==> src/rtl/shift_sub_divider_pkg.sv <==
// Shared definitions for the shift-add multiplier / shift-subtract divider pair:
// FSM state encoding and the default operand width.
package shift_sub_divider_pkg;

    localparam logic [1:0] S_IDLE = 2'd0;
    localparam logic [1:0] S_RUN  = 2'd1;
    localparam logic [1:0] S_DONE = 2'd2;

    localparam int DEFAULT_W = 16;

    typedef enum logic [1:0] {
        ST_IDLE = S_IDLE,
        ST_RUN  = S_RUN,
        ST_DONE = S_DONE
    } state_t;

endpackage

==> src/rtl/shift_sub_divider_step.sv <==
// One combinational restoring-division step: shift {R,Qr} left by one, then
// subtract the divisor when the shifted partial remainder is not smaller.
module shift_sub_divider_step #(
    parameter int W = 16
) (
    input  logic [W-1:0] i_r,
    input  logic [W-1:0] i_qr,
    input  logic [W-1:0] i_divisor,
    output logic [W-1:0] o_r,
    output logic [W-1:0] o_qr
);

    logic [W:0] w_t;
    logic       w_ge;

    // The shifted remainder needs W+1 bits; the kept result is always < divisor.
    assign w_t  = {i_r, i_qr[W-1]};
    assign w_ge = (w_t >= {1'b0, i_divisor});
    assign o_r  = w_ge ? (w_t[W-1:0] - i_divisor) : w_t[W-1:0];
    assign o_qr = {i_qr[W-2:0], w_ge};

endmodule

==> src/rtl/shift_sub_divider.sv <==
// Sequential restoring divider: 2W-bit dividend / W-bit divisor, one quotient
// bit per clock, launched on the rising edge of a level-held start.
module shift_sub_divider
    import shift_sub_divider_pkg::*;
#(
    parameter int W     = DEFAULT_W,
    parameter int CNT_W = 5
) (
    input  logic           clk,
    input  logic           rst_n,
    input  logic           start,
    input  logic [2*W-1:0] dividend,
    input  logic [W-1:0]   divisor,
    output logic [W-1:0]   quotient,
    output logic [W-1:0]   remainder,
    output logic           busy,
    output logic           done,
    output logic           div_zero,
    output logic           overflow
);

    state_t           r_state;
    logic             r_start_q;
    logic [CNT_W-1:0] r_cnt;
    logic             r_busy;
    logic             r_done;
    logic             r_div_zero;
    logic             r_overflow;
    logic [W-1:0]     r_quotient;
    logic [W-1:0]     r_remainder;

    logic [W-1:0]     r_r;
    logic [W-1:0]     r_qr;
    logic [W-1:0]     r_divisor;

    logic             w_launch;
    logic             w_zero;
    logic             w_ovf;
    logic [W-1:0]     w_r_next;
    logic [W-1:0]     w_qr_next;

    assign w_launch = start & ~r_start_q & (r_state == ST_IDLE);
    assign w_zero   = (divisor == '0);
    assign w_ovf    = (dividend[2*W-1:W] >= divisor);

    shift_sub_divider_step #(.W(W)) u_step (
        .i_r       (r_r),
        .i_qr      (r_qr),
        .i_divisor (r_divisor),
        .o_r       (w_r_next),
        .o_qr      (w_qr_next)
    );

    // Control path and visible results
    always_ff @(posedge clk or negedge rst_n) begin
        if (!rst_n) begin
            r_state     <= ST_IDLE;
            r_start_q   <= 1'b0;
            r_cnt       <= '0;
            r_busy      <= 1'b0;
            r_done      <= 1'b0;
            r_div_zero  <= 1'b0;
            r_overflow  <= 1'b0;
            r_quotient  <= '0;
            r_remainder <= '0;
        end else begin
            r_start_q <= start;
            r_done    <= 1'b0;
            case (r_state)
                ST_IDLE: begin
                    if (w_launch) begin
                        r_cnt      <= '0;
                        r_div_zero <= w_zero;
                        r_overflow <= ~w_zero & w_ovf;
                        if (w_zero || w_ovf) begin
                            r_state <= ST_DONE;
                        end else begin
                            r_state <= ST_RUN;
                            r_busy  <= 1'b1;
                        end
                    end
                end
                ST_RUN: begin
                    r_cnt <= r_cnt + 1'b1;
                    if (r_cnt == CNT_W'(W - 1)) begin
                        r_state <= ST_DONE;
                        r_busy  <= 1'b0;
                    end
                end
                ST_DONE: begin
                    r_done      <= 1'b1;
                    r_quotient  <= r_qr;
                    r_remainder <= r_r;
                    r_state     <= ST_IDLE;
                end
                default: r_state <= ST_IDLE;
            endcase
        end
    end

    // Datapath; error launches preload the saturated quotient so DONE can copy it out
    always_ff @(posedge clk) begin
        if (w_launch) begin
            r_divisor <= divisor;
            if (w_zero || w_ovf) begin
                r_r  <= dividend[W-1:0];
                r_qr <= '1;
            end else begin
                r_r  <= dividend[2*W-1:W];
                r_qr <= dividend[W-1:0];
            end
        end else if (r_state == ST_RUN) begin
            r_r  <= w_r_next;
            r_qr <= w_qr_next;
        end
    end

    assign quotient  = r_quotient;
    assign remainder = r_remainder;
    assign busy      = r_busy;
    assign done      = r_done;
    assign div_zero  = r_div_zero;
    assign overflow  = r_overflow;

endmodule

==> config.mk <==
export PLATFORM = sky130hd
export DESIGN_NAME = shift_sub_divider
export DESIGN_NICKNAME = d
export VERILOG_FILES = /design/src/rtl/shift_sub_divider_pkg.sv /design/src/rtl/shift_sub_divider_step.sv /design/src/rtl/shift_sub_divider.sv
export SDC_FILE = /design/constraint.sdc
export NUM_CORES = 1
export LEC_CHECK = 0
export CAP_MARGIN = 20
export CORE_ASPECT_RATIO = 1.25
export CORE_MARGIN = 2
export CORE_UTILIZATION = 55
export DETAILED_ROUTE_END_ITERATION = 16
export PLACE_DENSITY = 0.82
export REMOVE_ABC_BUFFERS = 1
export SETUP_SLACK_MARGIN = 0.5
export SYNTH_ARGS = -nofsm -noshare
export SYNTH_HDL_FRONTEND = slang
export SYNTH_SLANG_ARGS = --single-unit
==> constraint.sdc <==
create_clock -name clk -period 5.35 [get_ports clk]
set_input_delay 0.8025 -clock clk [delete_from_list [all_inputs] [get_ports clk]]
set_output_delay 0.8025 -clock clk [all_outputs]
set_load 0.05 [all_outputs]
run_1/sizes.png
Scale bar: 20 µm.
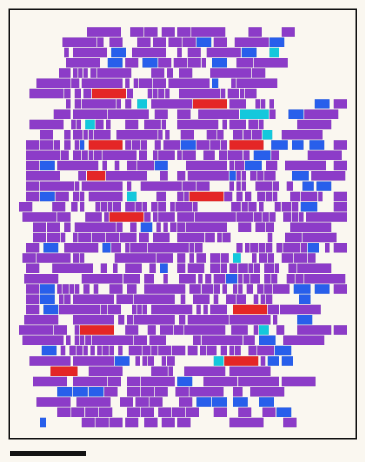
[_2 cells] blue | cells: 54 | most used: mux2_2
[_6 and larger] red | cells: 11 | most used: clkbuf_16
[_3 and _4 cells] cyan | cells: 9 | most used: buf_4
[_0 and _1 cells] purple | cells: 506 | most used: clkdlybuf4s50_1

run_1/clk_routes.png
Scale bar: 20 µm.
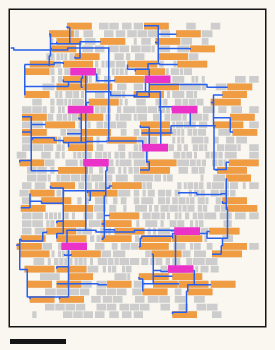
[flip-flops] orange | count: 92
[clock drivers] magenta | count: 9
[clock wires] blue | length: 1100 µm
routed clock nets: 10

run_1/detail.png
Window x 54 to 84, y 13 to 43 µm. Cells in grey, sequential cells in the stronger grey; small squares are vias.
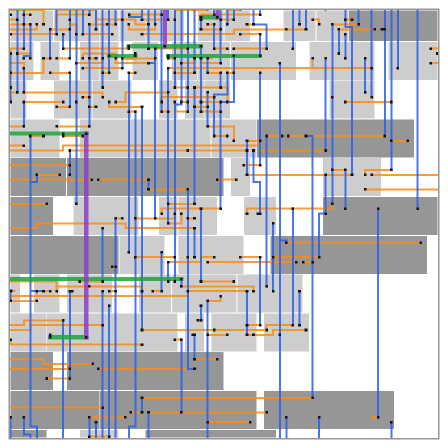
[metal 2] blue
[metal 1] orange
[metal 4] purple
[metal 3] green
cells with their middle in the window: 58
most frequent: edfxtp_1 (7), a21oi_1 (6), nor2_1 (5)
netlist names of flops here include: `r_r` (5), `remainder` (3), `r_divisor` (2)
sequential cells in the window: 10

==> results.cfg, run 1 <==
; yosys + openroad results
[global_route]
grt_antenna_before_repair = 0
grt_overflow = 0

[setup_path]
arrival_ns = 3.64
r2r_slack_ns = 2.30
crit_end = r_r[12]$_DFFE_PP_
worstRegToRegCells = 9
startpoint = divisor[9]
r2r-start = r_r[9]$_DFFE_PP_

[finish]
comb_area_share = 0.375
lay_top_count = clkdlybuf4s50_1
area_share_clock_buf_inv = 0.0416
syn_to_final_growth_pct = 23.7
fin_nets = 661
layout_top_cells = clkdlybuf4s50_1 (85), edfxtp_1 (48), inv_1 (45), nor2_1 (45), dfrtp_1 (44)
dominant_cells = flip-flops and latches

[sta]
fin_tns_setup_ns = 0
fmax_ghz = 0.282
hold_viol_final = 0

[floorplan]
initCoreUtil = 0.569
die_w_um = 91.4
pin_count = 87
num_rows = 39

[yosys]
synth-async-reset-ratio = 0.478
syn_area_mm2 = 0.00525
netlist.area_leader.share = 0.275
ys.flops = 92
ys_seq_frac = 0.484
yosysWarnings = 0
simple_gate_share = 0.113
avgSynthCellArea_um2 = 10.7

[pwr]
maxPowerGroup = combinational logic
p_sw_frac = 0.423
pg_seq_mw = 1.32
p_total_mw = 4.03

[place]
post-place-ws_ns = 1.46
io_buffers = 86

[flow_run]
maxCapViolations = 0

[cts]
hold_buffers = 0
clockBufferDepth = 2

[run_status]
status = finished clean

[min_path]
hp-class = primary input to async pin
[run 1: per-stage QoR]
step / hold slack, ns / area (µm²) / utilization / cells
2_1_floorplan: 0.449 / 5150 / - / 471
4_1_cts: 0.485 / 6480 / 0.702 / 702
5_1_grt: 0.446 / 6500 / 0.704 / 703
6_report: 0.406 / 6500 / 0.704 / 703
3_3_place_gp: 0.461 / 6210 / 0.673 / 686
3_5_place_dp: 0.471 / 6210 / 0.673 / 686
[run 1: worst max-delay path, cell delays in order]
cell             delay, ns
clkdlybuf4s50_1       0.54
inv_1                 0.07
ha_1                  0.30
a21oi_1               0.07
o21a_1                0.19
o21ba_2               0.20
nand3_1               0.11
a21o_1                0.66
mux2_2                0.42
a211o_1               0.28
[run 1: sequential cells by signal, summed over array words and instances, names as in the netlist]
register	cells
busy	1
div_zero	1
done	1
overflow	1
quotient	16
r_cnt	5
r_divisor	16
r_qr	16
r_r	16
r_start_q	1
r_state	2
remainder	16
[run 1: metal layers]
layer / share of wire / vias to the layer above / GRT usage
li1: - / 1951 / -
met3: 0.048 / 33 / 0.0446
met2: 0.52 / 143 / 0.434
met1: 0.40 / 2004 / 0.308
met4: 0.032 / 0 / 0.111
met5: 0 / - / 0
[run 1: cells in the mapped netlist (all sizes together) (2+ instances only)]
cell,count
or4,3
or2,2
and3,4
o21a,4
mux2i,17
a211oi,4
nand3,9
nand2b,10
nand4,6
xor2,2
o21ai,23
nor2b,7
nor3,6
o211ai,8
a31o,2
a22oi,11
nor2,45
nor4,5
a21o,5
o22ai,3
inv,45
ha,34
buf,10
mux2,31
xnor2,3
o31ai,3
nand2,19
clkbuf,8
edfxtp,48
or3,4
a211o,3
dfrtp,44
a31oi,3
a21oi,47
run_1/flops_by_reg.png
Scale bar: 20 µm. Other sequential cells in the stronger grey, the rest of the logic in the fainter grey.
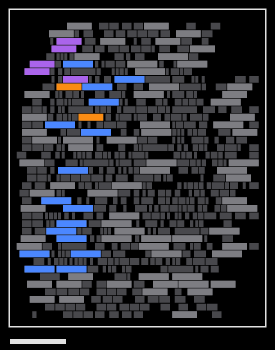

--- run 2 (diff from run 1) ---
- CORE_UTILIZATION: 55 -> 54
- PLACE_DENSITY: 0.82 -> 0.81
- clock period: 5.35 -> 3.4 ns (I/O delays scaled with it)
run_2/flops_by_reg.png
Scale bar: 20 µm. Other sequential cells in the stronger grey, the rest of the logic in the fainter grey.
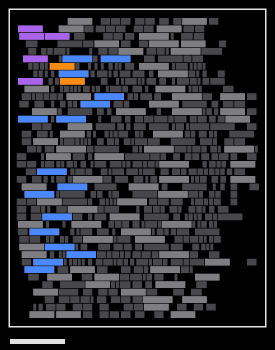
[`r_state`] orange | sequential cells: 2
[`r_cnt`] purple | sequential cells: 5 | where: upper left
[`r_qr`] blue | sequential cells: 16

==> run 2 against run 1 <==
Wire length rose by 12%. Largest cell class is now combinational gates. Critical path depth rose by 1. Highest routed layer unchanged. Utilization rose by 1.5 points. Die size rose by 1.8%. Sequential power rose by 59%. Count of clock-buffer cells in the layout rose by 1.
==> results.cfg, run 2 <==
; yosys + openroad results
[run_status]
status = finished clean

[yosys]
ys.flops = 92
synth-async-reset-ratio = 0.478
ys_seq_frac = 0.484
yosys-stat-cells = 489
syn_area_mm2 = 0.00525
avgSynthCellArea_um2 = 10.7
netlist.area_leader.share = 0.275
synthTopCellsByCount = edfxtp_1 (48), inv_1 (45), nor2_1 (45)
yosysWarnings = 0

[setup_path]
path_cells = inv_1 -> ha_1 -> nor2b_4 -> o211ai_1 -> a31o_2 -> a211oi_4 -> o31ai_4 -> buf_4 -> buf_12 -> or4_4 -> o211ai_1
crit_cells = 11
r2r-start = r_divisor[1]$_DFFE_PP_
cp.buffers_inverters = 3
worstRegToRegCells = 11
r2r_slack_ns = 0.51
cp_slowest_cell = or4_4
critical-path-max-stage-delay_ns = 0.49
arrival_ns = 3.08
crit_top_cell = o211ai_1

[detailed_routing]
met3_length_um = 728
wl_met1_mm = 5.61
wl_met2_mm = 7.19
top_layer = met4

[cts]
hold_buffers = 0
clockBufferDepth = 2

[finish]
layout_top_cells = clkdlybuf4s50_1 (85), edfxtp_1 (48), inv_1 (45), nor2_1 (45), dfrtp_1 (44)
fin_area_mm2 = 0.00688
lay_top_count = clkdlybuf4s50_1
syn_to_final_growth_pct = 31.1
fin_nets = 683

[sta]
hold_viol_final = 0
fmax_ghz = 0.346
fin_tns_setup_ns = 0

[global_route]
grt_overflow = 0
grt_antenna_before_repair = 0

[floorplan]
num_rows = 40
initCoreUtil = 0.549
die_w_um = 92.2
chipArea_mm2 = 0.0105
pin_count = 87
die-height_um = 114

[place]
io_buffers = 86
postPlaceCellArea_mm2 = 0.00626

[min_path]
hp-class = primary input to async pin

[flow_run]
maxCapViolations = 0
[run 2: per-stage QoR]
stage / hold WS (ns) / total power, mW / cells
final: 0.0741 / 7.03 / 728
after global routing: 0.107 / 7.39 / 728
after CTS: 0.381 / 6.65 / 711
after detailed placement: 0.478 / 5.53 / 693
after global placement: 0.474 / 5.41 / 693
after floorplan: 0.214 / 4.43 / 471
[run 2: layout make-up]
class                      instances  area (µm²)
fill                             654        2680
multi-input combinational        333        2580
sequential                        92        2540
timing repair buffer             115        1110
clock buffer                      13         293
inverter                          46         173
tap                              126         158
clock inverter                     3        25.0
[run 2: kinds of logic (layout without fill, tap and decap cells)]
logic type      Yosys count  count (layout)  share of synthesized area
flops                    92              92                      0.484
buf+inv                  64             177                     0.0517
fa+ha+maj                35              35                     0.0848
compound gates          123             123                      0.159
simple gates            122             122                      0.113
mux                      48              48                     0.0989
xor+xnor                  5               5                    0.00834
[run 2: routing by layer]
metal	track usage	vias to the layer above
met3	0.0342	48
met1	0.330	2137
met2	0.450	189
li1	-	1999
met5	0	-
met4	0.145	0
[run 2: power breakdown]
part,leakage (nW),total [mW],internal [mW],switching (mW)
registers,1.01,2.10,1.78,0.313
clock network,0.152,1.05,0.608,0.439
logic,1.74,3.89,1.69,2.20
total,2.90,7.03,4.08,2.95
[run 2: worst max path at each step]
stage                                 from                end  slack, ns
detailed placement            dividend[16]   r_r[9]$_DFFE_PP_       0.32
floorplan                            start   r_r[5]$_DFFE_PP_      -0.09
global placement              dividend[16]  r_r[12]$_DFFE_PP_       0.36
CTS                       r_r[5]$_DFFE_PP_   r_r[5]$_DFFE_PP_       0.51
finish              r_divisor[1]$_DFFE_PP_   r_r[5]$_DFFE_PP_       0.51
global route              r_r[0]$_DFFE_PP_   r_r[8]$_DFFE_PP_       0.44
Power is estimated from default activity; no workload was simulated.
